Figure 1. Cell classes on the final placement.
(2 px per µm) Fill, decap, tap and diode cells in grey.
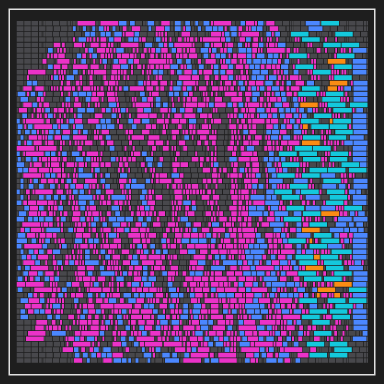
Figure 2. Signal wires on met2.
(2 px per µm)
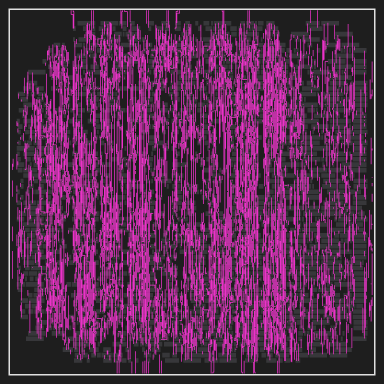
## src/rtl/pipelined_alu.sv

```systemverilog
// Pipelined ALU: ADD/SUB/logic/MOV/PASS (+ LSL/LSR/ASR when PIPELINED_ALU_SHIFT_EN) with N/Z/C/V flags and tag sideband.
// Latency LATENCY cycles from accept to outValid; consumer stall (outReady low) freezes every stage and drops inReady.
module pipelined_alu #(
  parameter int WIDTH   = 32,
  parameter int LATENCY = 2,
  parameter int TAG_W   = 5
) (
  input  logic               clock,
  input  logic               resetN,
  input  logic               inValid,
  output logic               inReady,
  input  logic [WIDTH-1:0]   inOne,
  input  logic [WIDTH-1:0]   inTwo,
  input  logic [3:0]         opcode,
  input  logic               invertZeroFlag,
  input  logic [TAG_W-1:0]   inTag,
  output logic               outValid,
  input  logic               outReady,
  output logic [WIDTH-1:0]   result,
  output logic               zeroFlag,
  output logic               carryBit,
  output logic               negFlag,
  output logic               ovfFlag,
  output logic               illegalOp,
  output logic [TAG_W-1:0]   outTag
);

  localparam logic [3:0] OP_ADD  = 4'b0010;
  localparam logic [3:0] OP_SUB  = 4'b1010;
  localparam logic [3:0] OP_AND  = 4'b0110;
  localparam logic [3:0] OP_OR   = 4'b0100;
  localparam logic [3:0] OP_XOR  = 4'b1001;
  localparam logic [3:0] OP_NOR  = 4'b0101;
  localparam logic [3:0] OP_NAND = 4'b1100;
  localparam logic [3:0] OP_MOV  = 4'b1101;
  localparam logic [3:0] OP_PASS = 4'b0111;
`ifdef PIPELINED_ALU_SHIFT_EN
  localparam logic [3:0] OP_LSL  = 4'b0000;
  localparam logic [3:0] OP_LSR  = 4'b0001;
  localparam logic [3:0] OP_ASR  = 4'b0011;
`endif

  typedef struct packed {
    logic             vld;
    logic [WIDTH-1:0] res;
    logic             z;
    logic             c;
    logic             n;
    logic             v;
    logic             ill;
    logic [TAG_W-1:0] tag;
  } stage_t;

  stage_t           stage_d;
  stage_t           stage_q [LATENCY];
  logic             adv;
  logic [WIDTH:0]   sum;
  logic [WIDTH:0]   diff;

  assign adv     = !stage_q[LATENCY-1].vld || outReady;
  assign inReady = adv;

  assign sum  = {1'b0, inOne} + {1'b0, inTwo};
  assign diff = {1'b0, inOne} - {1'b0, inTwo};

`ifdef PIPELINED_ALU_SHIFT_EN
  // One guard bit beside the operand catches the last bit shifted out as carry.
  logic        [WIDTH:0] lsl_ext;
  logic        [WIDTH:0] lsr_ext;
  logic signed [WIDTH:0] asr_ext;

  assign lsl_ext = {1'b0, inOne} << inTwo;
  assign lsr_ext = {inOne, 1'b0} >> inTwo;
  assign asr_ext = $signed({inOne, 1'b0}) >>> inTwo;
`endif

  always_comb begin
    stage_d     = '0;
    stage_d.vld = inValid;
    stage_d.tag = inTag;
    case (opcode)
      OP_ADD: begin
        stage_d.res = sum[WIDTH-1:0];
        stage_d.c   = sum[WIDTH];
        stage_d.v   = (inOne[WIDTH-1] == inTwo[WIDTH-1]) && (sum[WIDTH-1] != inOne[WIDTH-1]);
      end
      OP_SUB: begin
        stage_d.res = diff[WIDTH-1:0];
        stage_d.c   = diff[WIDTH];
        stage_d.v   = (inOne[WIDTH-1] != inTwo[WIDTH-1]) && (diff[WIDTH-1] != inOne[WIDTH-1]);
      end
      OP_AND:  stage_d.res = inOne & inTwo;
      OP_OR:   stage_d.res = inOne | inTwo;
      OP_XOR:  stage_d.res = inOne ^ inTwo;
      OP_NOR:  stage_d.res = ~(inOne | inTwo);
      OP_NAND: stage_d.res = ~(inOne & inTwo);
      OP_MOV:  stage_d.res = inOne;
      OP_PASS: stage_d.res = inTwo;
`ifdef PIPELINED_ALU_SHIFT_EN
      OP_LSL:  {stage_d.c, stage_d.res} = lsl_ext;
      OP_LSR:  {stage_d.res, stage_d.c} = lsr_ext;
      OP_ASR:  {stage_d.res, stage_d.c} = asr_ext;
`endif
      default: stage_d.ill = 1'b1;
    endcase
    stage_d.z = (stage_d.res == '0) ^ invertZeroFlag;
    stage_d.n = stage_d.res[WIDTH-1];
  end

  // Stage 0 computes; the remaining stages are a plain delay line that moves only on adv.
  always_ff @(posedge clock or negedge resetN) begin
    if (!resetN) begin
      for (int i = 0; i < LATENCY; i++) stage_q[i] <= '0;
    end else if (adv) begin
      stage_q[0] <= stage_d;
      for (int i = 1; i < LATENCY; i++) stage_q[i] <= stage_q[i-1];
    end
  end

  assign outValid  = stage_q[LATENCY-1].vld;
  assign result    = stage_q[LATENCY-1].res;
  assign zeroFlag  = stage_q[LATENCY-1].z;
  assign carryBit  = stage_q[LATENCY-1].c;
  assign negFlag   = stage_q[LATENCY-1].n;
  assign ovfFlag   = stage_q[LATENCY-1].v;
  assign illegalOp = stage_q[LATENCY-1].ill;
  assign outTag    = stage_q[LATENCY-1].tag;

endmodule

```

## config.mk

```make
export PLATFORM = sky130hd
export DESIGN_NAME = pipelined_alu
export DESIGN_NICKNAME = d
export VERILOG_FILES = /design/src/rtl/pipelined_alu.sv
export SDC_FILE = /design/constraint.sdc
export NUM_CORES = 1
export LEC_CHECK = 0
export ABC_AREA = 1
export CELL_PAD_IN_SITES_DETAIL_PLACEMENT = 0
export CELL_PAD_IN_SITES_GLOBAL_PLACEMENT = 1
export CORE_MARGIN = 3
export CORE_UTILIZATION = 36
export DETAILED_ROUTE_END_ITERATION = 10
export PLACE_DENSITY = 0.83
export SYNTH_ARGS = -nofsm -noshare
export SYNTH_HDL_FRONTEND = slang
export SYNTH_SLANG_ARGS = --single-unit
```

## constraint.sdc

```tcl
create_clock -name clock -period 1.6 [get_ports clock]
set_clock_uncertainty 0.15 [all_clocks]
set_input_delay 0.4 -clock clock [delete_from_list [all_inputs] [get_ports clock]]
set_output_delay 0.4 -clock clock [all_outputs]
set_load 0.1 [all_outputs]
```

==> job_summary.md <==
## Implementation flow summary

| Metric | Value |
|---|---|
| Multiplexer area fraction after synthesis | 0 |
| Violated checks | negative setup slack |
| Startpoint of the lowest-slack hold path | stage_q[85] |
| Least setup slack across all paths after layout | -940.0 ps |
| Global-route wire length before repair | 77900 µm |
| Max cap viols | 0 |
| Proportion of layout cells with a drive suffix above 1 | 0.5415 |
| Die height | ~180 µm |
| # H-tree levels | 3 |
| Standard-cell rows | roughly 63 |
| Pin count of the biggest net entering global routing | 61 |
| Vias after detailed routing | ~15000 |
| Fill cell count | 2473 |
| Overall overflow remaining after global route | 0 |
| Post-synthesis to final-layout area growth | 87.36% |
| Outcome | complete, but fails checks |
| Period utilization | 1.588 |
| Top comb family, area | simple AND/OR/NAND/NOR gates |
| Hold path endpoint | outValid |
| Global-route usage over all layers | 0.2957 |
| Clock buffer count from CTS | 9 |
| FF-to-FF path depth | 8 |
| Top cells by area | sky130_fd_sc_hd__nand2_1 (24%), sky130_fd_sc_hd__dfrtp_1 (19%), sky130_fd_sc_hd__inv_1 (12%), sky130_fd_sc_hd__ha_1 (11%), sky130_fd_sc_hd__nand3_1 (7.0%) |
| Worst Hold Depth | 2 |
| Vias in the first global route | between 10000 and 15000 |
| Placeable Area | 30110 µm² |
| Number of warnings reported in the yosys synthesis log | 0 |
| Number of max-slew violations in the final report | 0 |
| Fin nets | about 2700 |
| Drt pass-1 iters | 5 |
| FMAX | between 300 and 400 MHz |
| HPWL after detailed placement | 40440 µm |
| Endpoint type of the worst setup path | flip-flop |
| Number of endpoints failing setup at the final stage | 36 |
| Post-layout min period | 2540 ps |
| Clock sink count | approximately 84 |
| Most numerous logic cells after layout | sky130_fd_sc_hd__nand2_1 (473), sky130_fd_sc_hd__buf_4 (415), sky130_fd_sc_hd__inv_1 (215), sky130_fd_sc_hd__nand2_2 (167), sky130_fd_sc_hd__buf_6 (131) |
| Synth Area in Simple Gates | 0.4065 |
| Yosys reg bits | about 84 |
| Total wirelength of the detailed-routed design | 51770 µm |
| Remaining antenna violation count after routing | 0 |
| Final routed DRC violation total | 0 |
| Critical Path Slowest Stage Cell | sky130_fd_sc_hd__fa_2 |
| Largest vdd supply drop | 576.2 µV |
About Figure 1:
all other logic: drawn in magenta, cells 1751. other buffers and delay cells: drawn in blue, cells 668. flip-flops: drawn in cyan, cells 84. clock drivers and dummy loads: drawn in orange, cells 16.

About Figure 2:
The longest straight run is 78.5 µm. The wires run mostly vertical. 2288 nets have wire on it. The layer carries 24.9 mm of wire. The layer holds 48% of the routed length.

worst max-delay path by stage:
stage / startpoint / endpoint / slack [ps]
after floorplan: inOne[0] / stage_q[52] / -790
after global placement: inOne[13] / stage_q[52] / -2170
after detailed placement: inOne[21] / stage_q[52] / -2110
after CTS: inOne[0] / stage_q[52] / -930
after global routing: inTwo[28] / stage_q[52] / -1090
final: inTwo[1] / stage_q[52] / -940
metal layers:
layer	GRT usage	up-vias	share of wire
li1	-	7176	-
met2	0.5052	556	0.48
met3	0.02492	95	0.056
met1	0.3949	7181	0.43
met4	0.09689	0	0.033
met5	0	-	0
what timing repair did:
action,in CTS,in global routing
setup endpoints to repair,37,37
setup buffers,101,42
pin swaps,263,189
hold endpoints to repair,17,0
hold buffers,1,0
gates resized,792,334
cells in the mapped netlist (all sizes together) (3+ instances only):
cell     number
o21bai        3
and2          5
buf          85
nor2        149
o22ai        31
nand3       159
o221ai       14
o21ai        88
o2111ai       7
clkbuf       22
ha           96
o211ai        7
inv         352
a21oi        46
nand2       713
dfrtp        84
nand4        29
nor4          3
nor3         30
where the power goes:
| part | leakage [nW] | total, mW | switching [mW] | internal (mW) |
|---|---|---|---|---|
| clock | 0.138 | 1.90 | 0.811 | 1.09 |
| sequential | 1.07 | 2.80 | 0.303 | 2.50 |
| combinational | 9.53 | 9.11 | 5.29 | 3.82 |
logic make-up (layout without fill, tap and decap cells):
| family | count (synthesis) | in the layout |
|---|---|---|
| compound gates | 205 | 205 |
| flops | 84 | 84 |
| simple gates | 1093 | 1093 |
| buf+inv | 459 | 1036 |
| fa+ha+maj | 98 | 98 |
| xor+xnor | 3 | 3 |
| other cells | 0 | 1 |
critical path: cells and delay by family:
| family | cells | cell delay (ps) |
|---|---|---|
| fa+ha+maj | 1 | 380 |
| simple gates | 16 | 1470 |
| buf+inv | 4 | 420 |
state kept, by name, indices dropped and copies added (netlist names):
| signal | cells |
|---|---|
| result | 32 |
| zeroFlag | 1 |
| carryBit | 1 |
| outTag | 5 |
| illegalOp | 1 |
| ovfFlag | 1 |
| stage_q | 42 |
| outValid | 1 |
final cells by class:
type | count | area share
Clock inverter | 6 | 0.001915
Sequential cell | 84 | 0.1008
Inverter | 352 | 0.07236
Tap cell | 390 | 0.02334
Antenna cell | 1 | 0.0001197
Multi-Input combinational cell | 1399 | 0.4832
Timing Repair Buffer | 668 | 0.3068
Clock buffer | 10 | 0.01143
through the flow:
stage / power (mW) / setup TNS (ps) / util / cells
2_1_floorplan: 7.122 / -11150 / - / 1942
3_3_place_gp: 10.10 / -55730 / 0.5563 / 2766
3_5_place_dp: 10.19 / -58010 / 0.5563 / 2766
4_1_cts: 13.16 / -18330 / 0.6487 / 2878
5_1_grt: 14.48 / -22280 / 0.6942 / 2909
6_report: 13.81 / -19130 / 0.6943 / 2910
Power is estimated from default activity; no workload was simulated.
